===== src/rtl/mips_pkg.sv =====
// mips_pkg: opcode/funct constants, decoded-instruction record, issue payload
// record and the instruction decoder shared by the issue stage.
package mips_pkg;

    localparam int unsigned XLEN   = 32;
    localparam int unsigned RIDX_W = 5;

    // Primary opcodes
    localparam logic [5:0] OP_RTYPE = 6'h00;
    localparam logic [5:0] OP_BEQ   = 6'h04;
    localparam logic [5:0] OP_BNE   = 6'h05;
    localparam logic [5:0] OP_ADDI  = 6'h08;
    localparam logic [5:0] OP_ADDIU = 6'h09;
    localparam logic [5:0] OP_SLTI  = 6'h0A;
    localparam logic [5:0] OP_SLTIU = 6'h0B;
    localparam logic [5:0] OP_ANDI  = 6'h0C;
    localparam logic [5:0] OP_ORI   = 6'h0D;
    localparam logic [5:0] OP_XORI  = 6'h0E;
    localparam logic [5:0] OP_LW    = 6'h23;
    localparam logic [5:0] OP_SW    = 6'h2B;

    // R-type funct codes
    localparam logic [5:0] FN_SLL  = 6'h00;
    localparam logic [5:0] FN_SRL  = 6'h02;
    localparam logic [5:0] FN_SRA  = 6'h03;
    localparam logic [5:0] FN_SLLV = 6'h04;
    localparam logic [5:0] FN_SRLV = 6'h06;
    localparam logic [5:0] FN_SRAV = 6'h07;
    localparam logic [5:0] FN_ADD  = 6'h20;
    localparam logic [5:0] FN_ADDU = 6'h21;
    localparam logic [5:0] FN_SUB  = 6'h22;
    localparam logic [5:0] FN_SUBU = 6'h23;
    localparam logic [5:0] FN_AND  = 6'h24;
    localparam logic [5:0] FN_OR   = 6'h25;
    localparam logic [5:0] FN_XOR  = 6'h26;
    localparam logic [5:0] FN_NOR  = 6'h27;
    localparam logic [5:0] FN_SLT  = 6'h2A;
    localparam logic [5:0] FN_SLTU = 6'h2B;

    // Decoded instruction: which sources are read, where the result goes
    typedef struct packed {
        logic              use_a;
        logic              use_b;
        logic [RIDX_W-1:0] src_a;
        logic [RIDX_W-1:0] src_b;
        logic [RIDX_W-1:0] dest;
        logic              wen;
        logic              illegal;
    } dec_t;

    // Payload handed to the ALU
    typedef struct packed {
        logic [XLEN-1:0]   instr;
        logic [XLEN-1:0]   reg_a;
        logic [XLEN-1:0]   reg_b;
        logic [RIDX_W-1:0] dest;
        logic              wen;
        logic              illegal;
    } issue_pkt_t;

    // Classify an instruction; unsupported encodings read nothing and write nothing
    function automatic dec_t decode(
        input logic [5:0]        op,
        input logic [5:0]        fn,
        input logic [RIDX_W-1:0] rs,
        input logic [RIDX_W-1:0] rt,
        input logic [RIDX_W-1:0] rd
    );
        dec_t d;
        d       = '0;
        d.src_a = rs;
        d.src_b = rt;
        case (op)
            OP_RTYPE: begin
                case (fn)
                    FN_SLL, FN_SRL, FN_SRA, FN_SLLV, FN_SRLV, FN_SRAV,
                    FN_ADD, FN_ADDU, FN_SUB, FN_SUBU, FN_AND, FN_OR,
                    FN_XOR, FN_NOR, FN_SLT, FN_SLTU: begin
                        d.use_a = 1'b1;
                        d.use_b = 1'b1;
                        d.dest  = rd;
                        d.wen   = 1'b1;
                    end
                    default: d.illegal = 1'b1;
                endcase
            end
            OP_ADDI, OP_ADDIU, OP_ANDI, OP_ORI, OP_XORI,
            OP_SLTI, OP_SLTIU, OP_LW: begin
                d.use_a = 1'b1;
                d.dest  = rt;
                d.wen   = 1'b1;
            end
            OP_SW, OP_BEQ, OP_BNE: begin
                d.use_a = 1'b1;
                d.use_b = 1'b1;
            end
            default: d.illegal = 1'b1;
        endcase
        // r0 is hardwired, never a real write target
        if (d.dest == '0) begin
            d.wen = 1'b0;
        end
        return d;
    endfunction

endpackage


===== src/rtl/alu_issue_if.sv =====
// alu_issue_if: fetch offer, ALU issue handshake and ALU writeback bundle.
//   master: environment side (fetch + ALU); drives in_*, out_ready, wb_*
//   slave : issue unit; drives in_ready and out_* payload
interface alu_issue_if;
    import mips_pkg::*;

    logic              in_valid;
    logic              in_ready;
    logic [XLEN-1:0]   in_instr;
    logic              out_valid;
    logic              out_ready;
    logic [XLEN-1:0]   out_instr;
    logic [XLEN-1:0]   out_regA;
    logic [XLEN-1:0]   out_regB;
    logic [RIDX_W-1:0] out_dest;
    logic              out_wen;
    logic              out_illegal;
    logic              wb_valid;
    logic [RIDX_W-1:0] wb_dest;
    logic [XLEN-1:0]   wb_data;

    modport master (
        output in_valid, in_instr, out_ready, wb_valid, wb_dest, wb_data,
        input  in_ready, out_valid, out_instr, out_regA, out_regB,
               out_dest, out_wen, out_illegal
    );

    modport slave (
        input  in_valid, in_instr, out_ready, wb_valid, wb_dest, wb_data,
        output in_ready, out_valid, out_instr, out_regA, out_regB,
               out_dest, out_wen, out_illegal
    );
endinterface


===== src/rtl/mips_regfile.sv =====
// mips_regfile: NREG x 32 register file, two combinational read ports, one
// synchronous write port. Entry 0 always reads zero and is never written.
//   clk, rst_n        : clock, synchronous active-low reset (clears all entries)
//   addr_a/data_a_c   : read port A
//   addr_b/data_b_c   : read port B
//   wr_en/addr/data   : write port
module mips_regfile
    import mips_pkg::*;
#(
    parameter int unsigned NREG = 32
) (
    input  logic              clk,
    input  logic              rst_n,
    input  logic [RIDX_W-1:0] addr_a,
    output logic [XLEN-1:0]   data_a_c,
    input  logic [RIDX_W-1:0] addr_b,
    output logic [XLEN-1:0]   data_b_c,
    input  logic              wr_en,
    input  logic [RIDX_W-1:0] wr_addr,
    input  logic [XLEN-1:0]   wr_data
);

    logic [XLEN-1:0] mem [NREG];

    // Storage update
    always_ff @(posedge clk) begin
        if (!rst_n) begin
            for (int i = 0; i < int'(NREG); i++) begin
                mem[i] <= '0;
            end
        end else if (wr_en && (wr_addr != '0)) begin
            mem[wr_addr] <= wr_data;
        end
    end

    // Read ports
    assign data_a_c = (addr_a == '0) ? '0 : mem[addr_a];
    assign data_b_c = (addr_b == '0) ? '0 : mem[addr_b];

endmodule


===== src/rtl/alu_issue.sv =====
// alu_issue: single-entry issue stage. Decodes the offered instruction, reads
// operands (with same-cycle writeback bypass), stalls on pending sources and
// hands a registered payload to the ALU one cycle after acceptance.
//   clk, rst_n : clock, synchronous active-low reset
//   bus        : alu_issue_if.slave (fetch offer, ALU issue, ALU writeback)
module alu_issue
    import mips_pkg::*;
#(
    parameter int unsigned NREG = 32
) (
    input  logic        clk,
    input  logic        rst_n,
    alu_issue_if.slave  bus
);

    typedef enum logic {EMPTY, FULL} state_t;

    state_t          state, state_next;
    dec_t            dec;
    issue_pkt_t      pkt_q, pkt_d;
    logic [XLEN-1:0] rf_a, rf_b, opnd_a, opnd_b;
    logic [NREG-1:0] pending, pend_set, pend_clr;
    logic            wb_hit_a, wb_hit_b;
    logic            hazard, in_ready_c, accept;

    assign dec = decode(bus.in_instr[31:26], bus.in_instr[5:0],
                        bus.in_instr[25:21], bus.in_instr[20:16],
                        bus.in_instr[15:11]);

    mips_regfile #(.NREG(NREG)) u_regfile (
        .clk      (clk),
        .rst_n    (rst_n),
        .addr_a   (dec.src_a),
        .data_a_c (rf_a),
        .addr_b   (dec.src_b),
        .data_b_c (rf_b),
        .wr_en    (bus.wb_valid),
        .wr_addr  (bus.wb_dest),
        .wr_data  (bus.wb_data)
    );

    // Same-cycle writeback bypass; r0 never forwards
    assign wb_hit_a = bus.wb_valid && (bus.wb_dest == dec.src_a) && (dec.src_a != '0);
    assign wb_hit_b = bus.wb_valid && (bus.wb_dest == dec.src_b) && (dec.src_b != '0);
    assign opnd_a   = wb_hit_a ? bus.wb_data : rf_a;
    assign opnd_b   = wb_hit_b ? bus.wb_data : rf_b;

    // A pending source only stalls if its result is not arriving right now
    assign hazard = (dec.use_a && pending[dec.src_a] &&
                     !(bus.wb_valid && (bus.wb_dest == dec.src_a))) ||
                    (dec.use_b && pending[dec.src_b] &&
                     !(bus.wb_valid && (bus.wb_dest == dec.src_b)));

    assign in_ready_c   = rst_n && ((state == EMPTY) || bus.out_ready) && !hazard;
    assign accept       = bus.in_valid && in_ready_c;
    assign bus.in_ready = in_ready_c;

    // Scoreboard: set wins over a same-cycle clear
    assign pend_set = (accept && dec.wen) ? (NREG'(1) << dec.dest) : '0;
    assign pend_clr = bus.wb_valid ? (NREG'(1) << bus.wb_dest) : '0;

    always_ff @(posedge clk) begin
        if (!rst_n) begin
            pending <= '0;
        end else begin
            pending <= (pending & ~pend_clr) | pend_set;
        end
    end

    // Output slot state register and payload register
    always_ff @(posedge clk) begin
        if (!rst_n) begin
            state <= EMPTY;
            pkt_q <= '0;
        end else begin
            state <= state_next;
            if (accept) begin
                pkt_q <= pkt_d;
            end
        end
    end

    // Next state and next payload
    always_comb begin
        state_next    = state;
        pkt_d         = '0;
        pkt_d.instr   = bus.in_instr;
        pkt_d.reg_a   = dec.use_a ? opnd_a : '0;
        pkt_d.reg_b   = dec.use_b ? opnd_b : '0;
        pkt_d.dest    = dec.dest;
        pkt_d.wen     = dec.wen;
        pkt_d.illegal = dec.illegal;
        case (state)
            EMPTY:   if (accept) state_next = FULL;
            FULL:    if (bus.out_ready && !accept) state_next = EMPTY;
            default: state_next = EMPTY;
        endcase
    end

    assign bus.out_valid   = (state == FULL);
    assign bus.out_instr   = pkt_q.instr;
    assign bus.out_regA    = pkt_q.reg_a;
    assign bus.out_regB    = pkt_q.reg_b;
    assign bus.out_dest    = pkt_q.dest;
    assign bus.out_wen     = pkt_q.wen;
    assign bus.out_illegal = pkt_q.illegal;

endmodule


===== src/flat_wrapper.sv =====
// flat-port wrapper written by rule: the top's interface ports become plain ports
module alu_issue_flat import mips_pkg::*;
#(
    parameter int unsigned NREG = 32
)
  (clk, rst_n, bus_in_valid, bus_in_instr, bus_out_ready, bus_wb_valid, bus_wb_dest, bus_wb_data, bus_in_ready, bus_out_valid, bus_out_instr, bus_out_regA, bus_out_regB, bus_out_dest, bus_out_wen, bus_out_illegal);
  alu_issue_if bus_i ();
  input  logic clk;
  input  logic rst_n;
  input wire logic [$bits(bus_i.in_valid)-1:0] bus_in_valid;
  input wire logic [$bits(bus_i.in_instr)-1:0] bus_in_instr;
  input wire logic [$bits(bus_i.out_ready)-1:0] bus_out_ready;
  input wire logic [$bits(bus_i.wb_valid)-1:0] bus_wb_valid;
  input wire logic [$bits(bus_i.wb_dest)-1:0] bus_wb_dest;
  input wire logic [$bits(bus_i.wb_data)-1:0] bus_wb_data;
  output wire logic [$bits(bus_i.in_ready)-1:0] bus_in_ready;
  output wire logic [$bits(bus_i.out_valid)-1:0] bus_out_valid;
  output wire logic [$bits(bus_i.out_instr)-1:0] bus_out_instr;
  output wire logic [$bits(bus_i.out_regA)-1:0] bus_out_regA;
  output wire logic [$bits(bus_i.out_regB)-1:0] bus_out_regB;
  output wire logic [$bits(bus_i.out_dest)-1:0] bus_out_dest;
  output wire logic [$bits(bus_i.out_wen)-1:0] bus_out_wen;
  output wire logic [$bits(bus_i.out_illegal)-1:0] bus_out_illegal;
  assign bus_i.in_valid = bus_in_valid;
  assign bus_i.in_instr = bus_in_instr;
  assign bus_i.out_ready = bus_out_ready;
  assign bus_i.wb_valid = bus_wb_valid;
  assign bus_i.wb_dest = bus_wb_dest;
  assign bus_i.wb_data = bus_wb_data;
  assign bus_in_ready = bus_i.in_ready;
  assign bus_out_valid = bus_i.out_valid;
  assign bus_out_instr = bus_i.out_instr;
  assign bus_out_regA = bus_i.out_regA;
  assign bus_out_regB = bus_i.out_regB;
  assign bus_out_dest = bus_i.out_dest;
  assign bus_out_wen = bus_i.out_wen;
  assign bus_out_illegal = bus_i.out_illegal;
  alu_issue #(.NREG(NREG)) u_core (.clk(clk), .rst_n(rst_n), .bus(bus_i));
endmodule

===== config.mk =====
export PLATFORM = sky130hd
export DESIGN_NAME = alu_issue_flat
export DESIGN_NICKNAME = d
export VERILOG_FILES = /design/src/rtl/mips_pkg.sv /design/src/rtl/alu_issue_if.sv /design/src/rtl/mips_regfile.sv /design/src/rtl/alu_issue.sv /design/src/flat_wrapper.sv
export SDC_FILE = /design/constraint.sdc
export NUM_CORES = 2
export LEC_CHECK = 0
export CELL_PAD_IN_SITES_DETAIL_PLACEMENT = 1
export CELL_PAD_IN_SITES_GLOBAL_PLACEMENT = 1
export CORE_ASPECT_RATIO = 0.75
export CORE_MARGIN = 2
export CORE_UTILIZATION = 45
export DETAILED_ROUTE_END_ITERATION = 10
export PLACE_DENSITY_LB_ADDON = 0.1
export SETUP_SLACK_MARGIN = 0.4
export SLEW_MARGIN = 15
export SYNTH_ARGS = -nofsm -noshare
export SYNTH_HDL_FRONTEND = slang
export SYNTH_SLANG_ARGS = --single-unit

===== constraint.sdc =====
create_clock -name clk -period 6.39 [get_ports clk]
set_input_delay 1.917 -clock clk [delete_from_list [all_inputs] [get_ports clk]]
set_output_delay 1.917 -clock clk [all_outputs]
set_load 0.05 [all_outputs]

pinout.png
Pins as bars across the die edge, other pins in grey.
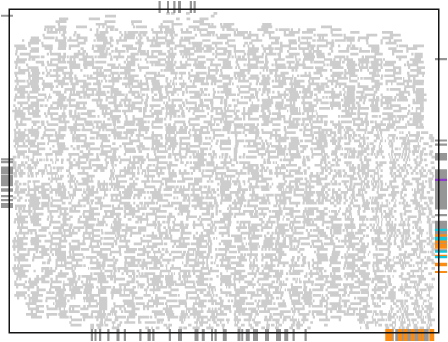
`rst_n` -> purple  # pins 1, direction input, edge right
`bus_out_dest` -> cyan  # pins 5, direction output, edge right
`bus_out_instr` -> orange  # pins 32, direction output, edge 22 bottom, 10 right
all pins by edge = 84 bottom, 65 right, 23 left, 7 top

class_map.png
Fill, decap, tap and diode cells in grey.
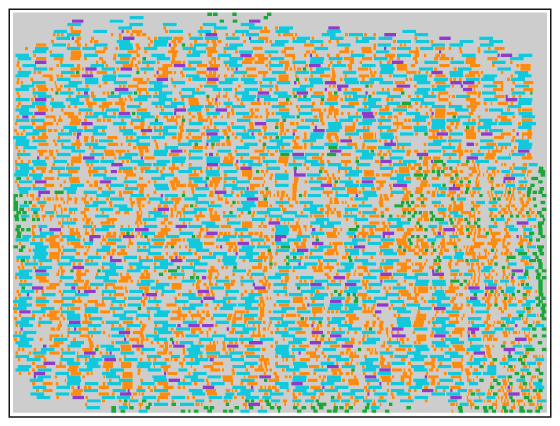
remaining logic cells -> orange  # cells 2766
remaining buffers and delay cells -> green  # cells 396
clock drivers and dummy loads -> purple  # cells 240
sequential cells -> cyan  # cells 1160

layers.png
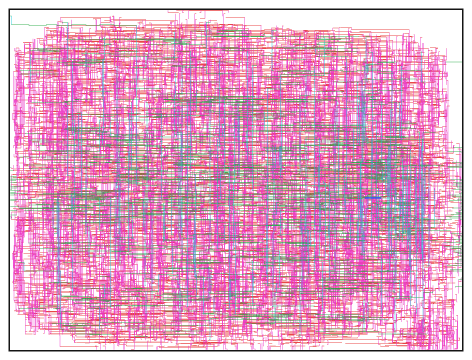
M3 -> green  # wire length 25.0 mm
M1 -> red  # wire length 96.8 mm
M2 -> magenta  # wire length 107 mm
M5 -> blue  # wire length 13.8 um
M4 -> cyan  # wire length 10800 um

==> Flow_metrics.wiki <==
== Metrics ==
{| class="wikitable"
! Metric !! Value
|-
| Fraction of synthesized cell area in xor and xnor cells || 0.00143
|-
| Count of pins on the block boundary || 179
|-
| Internal power || 0.0137 W
|-
| Cell count listed in synth_stat.txt || 4349
|-
| Final wirelength || 239000 um
|-
| # Max-Cap Violations || 0
|-
| RSZ-0062 raised after global routing || false
|-
| Portion of the clock cycle consumed by the worst path in the final layout || 0.916
|-
| Net Sw Power || 0.00496 W
|-
| Leading cell types by total area after synthesis || sky130_fd_sc_hd__edfxtp_1 (50%), sky130_fd_sc_hd__mux4_2 (17%), sky130_fd_sc_hd__and2_1 (10%)
|-
| Number of clock sinks || 1160
|-
| CP Class || in -> out
|-
| EDFF count, synth || 1024
|-
| Highest clock frequency the design can meet || 171 MHz
|-
| Total power || between 0.015 and 0.02 W
|-
| Critical path data required time || 4470 ps
|-
| Detailed-route via count || 42215
|-
| Warning count from the yosys run || 0
|-
| Post-synthesis compound-gate area fraction || 0.0571
|-
| Number of CTS-inserted buffers || ~130
|-
| Result of the run || finished clean
|-
| Worst EP arrival || ~3900 ps
|-
| Total number of nets in the final design || between 4000 and 5000
|-
| Dominant logic cell type in the layout || sky130_fd_sc_hd__edfxtp_1
|-
| Dominant combinational family || multiplexers
|-
| Overflow left after global routing || 0
|-
| Max-area cell share || 0.504
|-
| Dominant register cell in the synthesized netlist || sky130_fd_sc_hd__edfxtp_1
|-
| CTS-repair resized insts || 20
|-
| Adder and majority cell fraction of the synthesized area || 0
|-
| Layout Area Growth over Synthesis || 14.4%
|-
| Pwr dens || 267 nW/um2
|-
| DRT antenna net count || 0
|-
| Drt via density || 6.64
|-
| Fraction of synthesized area in multiplexers || 0.228
|-
| Crit-path max FO || 7
|-
| Average cell area after synthesis || 14.0 um2
|-
| Clock root buffer master || sky130_fd_sc_hd__clkbuf_16
|-
| Power of the combinational group || 0.00235 W
|-
| Min Hold Slack || 459 ps
|-
| Clock power frac || 0.400
|-
| Clock slew seen by the registers of the worst setup and hold paths || 60 ps
|-
| Reported clock group power || 0.00747 W
|-
| Proportion of layout cells with a drive suffix above 1 || 0.219
|-
| Switching share of power || 0.265
|-
| Kind of path behind the tightest hold check || reg -> reg
|-
| Number of antenna violations at the first check in global routing || 16
|-
| I/O Buffers || 178
|-
| Setup TNS after final layout || 0 ps
|-
| Number of levels in the clock H-tree || 4
|-
| DIE WIDTH || 429 um
|-
| Chip area from the yosys synthesis statistics || 61100 um2
|-
| Multi-input gate area || 26200 um2
|-
| Period minus WS final || between 5000 and 6000 ps
|-
| Post-route cell area || 69900 um2
|-
| Largest Pwr Group || registers
|-
| Core area || 135000 um2
|-
| Post-CTS Repair Setup Buffers || 3
|-
| Die boundary height || between 300 and 400 um
|-
| Synth Cell Area || slightly above 60000 um2
|-
| Flip-flop and latch count after synthesis || 1160
|-
| First-iteration detailed-routing DRC count || 5723
|-
| Most repeated cell in the gate-level netlist after synthesis || sky130_fd_sc_hd__edfxtp_1
|-
| Maximum buffer depth of the clock tree || 3
|-
| Fp_density || 0.452
|-
| Clock tree from TritonCTS || built
|-
| Area of the die || 139000 um2
|-
| Global router's overall resource usage || 0.345
|-
| Drt wl/cell || 37.7 um
|-
| Sequential cell area || 33500 um2
|-
| Share of synthesized registers carrying an async set or reset || 0
|-
| Combinational share of power || 0.126
|-
| Max-slew violation total from the final report || 0
|-
| Cell Area, Placed || 65700 um2
|-
| Post-synthesis sequential area ratio || 0.548
|-
| HPWL after detailed placement || 142000 um
|-
| Hold_buf cts || 0
|-
| Layout filler cell count || 12984
|-
| Vias in the first global route || 42610
|-
| Unique masters post-synth || 61
|-
| Total number of warnings across the stage logs || 30
|-
| Number of remaining DRC errors || 0
|-
| Seq group || slightly below 0.009 W
|-
| Area fraction in and, or, nand and nor cells after synthesis || 0.130
|-
| Pin count of the biggest net entering global routing || 121
|-
| GP Congestion || 0.914
|-
| Crit path setup slack, layout || 539 ps
|-
| Wire length of the first global-routing pass || roughly 330000 um
|-
| Post-synthesis instance total || 4349
|-
| Final Hold Fails || 0
|-
| Worst slew pin tran || between 1000 and 1500 ps
|-
| Top cells by count || sky130_fd_sc_hd__edfxtp_1 (1024), sky130_fd_sc_hd__and2_1 (999), sky130_fd_sc_hd__mux4_2 (450)
|-
| Most common logic cells in the final layout || sky130_fd_sc_hd__edfxtp_1 (1024), sky130_fd_sc_hd__and2_1 (998), sky130_fd_sc_hd__mux4_2 (450)
|-
| Final setup skew || 13.5 ps
|-
| Worst VDD drop || 0.294 mV
|-
| First drt pass iteration count || 6
|-
| Place WS || 143 ps
|-
| Category of the worst setup path launch point || input port
|-
| Worst skew pair latency || a little under 800 ps
|-
| Setup-violating endpoint count in the final report || 0
|-
| Seq pwr share || 0.474
|-
| Largest area contributor in the synthesized netlist || sky130_fd_sc_hd__edfxtp_1
|-
| Crit. End Element || primary output
|-
| Number of cells in the design after placement || 6103
|-
| Headroom to the max-slew limit || 0.225
|-
| Standby leakage power || roughly 25 nW
|}
clock_wires.png
Bar = 100 um.
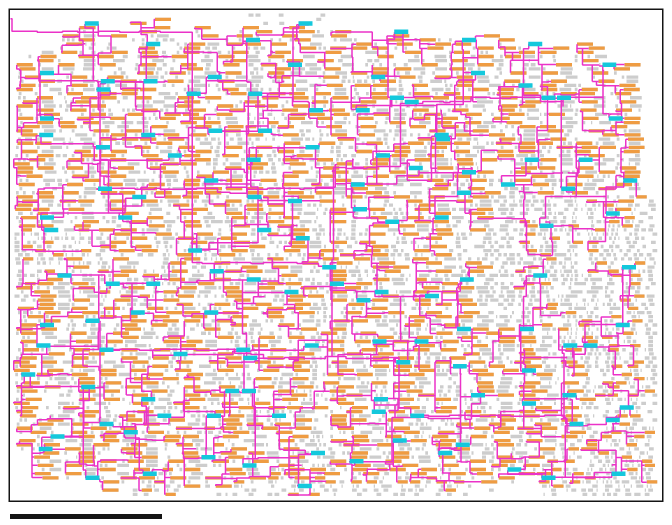
clock-net drivers -> cyan  # count 131
clock wires -> magenta  # length 16400 um
flip-flops -> orange  # count 1160
flops lie = spread over the die

placed.png
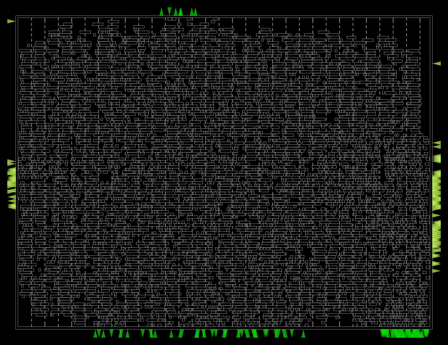
Util after Layout: 0.517
non-filler instance count after layout: 6354
flip-flops: 1160
Std-Cell Rows: 117

==> final timing paths <==
check	startpoint	endpoint	slack (ps)	cells after the start
worst min register to register	u_core.bus.out_regA[20]$_SDFFE_PN0P_	u_core.bus.out_regA[20]$_SDFFE_PN0P_	460	2
worst max-delay path	bus_in_instr[29]	bus_in_ready	540	9
worst max register to register	u_core.pending[14]$_SDFF_PN0_	u_core.pending[16]$_SDFF_PN0_	3260	6
worst min-delay path	u_core.bus.out_regA[20]$_SDFFE_PN0P_	u_core.bus.out_regA[20]$_SDFFE_PN0P_	460	2
==> cell type report <==
type,instances,area share
flip-flops and latches,1160,0.479
multi-input cells,2725,0.376
repair buffers,396,0.0519
clock buffers,162,0.0504
well taps,1785,0.0320
clock inverters,78,0.00845
inverters,41,0.00227
diodes,7,0.000251
==> critical path, stage by stage <==
cell	delay, ps
sky130_fd_sc_hd__dlygate4sd2_1	330
sky130_fd_sc_hd__nor2_2	180
sky130_fd_sc_hd__o2111ai_2	160
sky130_fd_sc_hd__o22ai_2	260
sky130_fd_sc_hd__buf_6	140
sky130_fd_sc_hd__o41ai_1	60
sky130_fd_sc_hd__or4_4	530
sky130_fd_sc_hd__and4_4	200
sky130_fd_sc_hd__buf_6	150
==> state kept, by name (all words and copies together), names as in the netlist <==
| name | flops |
|---|---|
| u_core.bus.out_valid | 1 |
| u_core.pending | 32 |
| u_core.bus.out_regB | 32 |
| u_core.bus.out_dest | 5 |
| u_core.bus.out_regA | 32 |
| u_core.bus.out_illegal | 1 |
| u_core.bus.out_wen | 1 |
| u_core.u_regfile.mem | 1024 |
| u_core.bus.out_instr | 32 |
==> routing by layer <==
metal  global-route usage  routed length (um)  up-vias
li1                     -                   -    16759
met1                0.477               96800    22492
met2                0.525              107000     2491
met3               0.0813               25000      471
met4                0.147               10800        2
met5                    0                  13        -
Power is estimated from default activity; no workload was simulated.
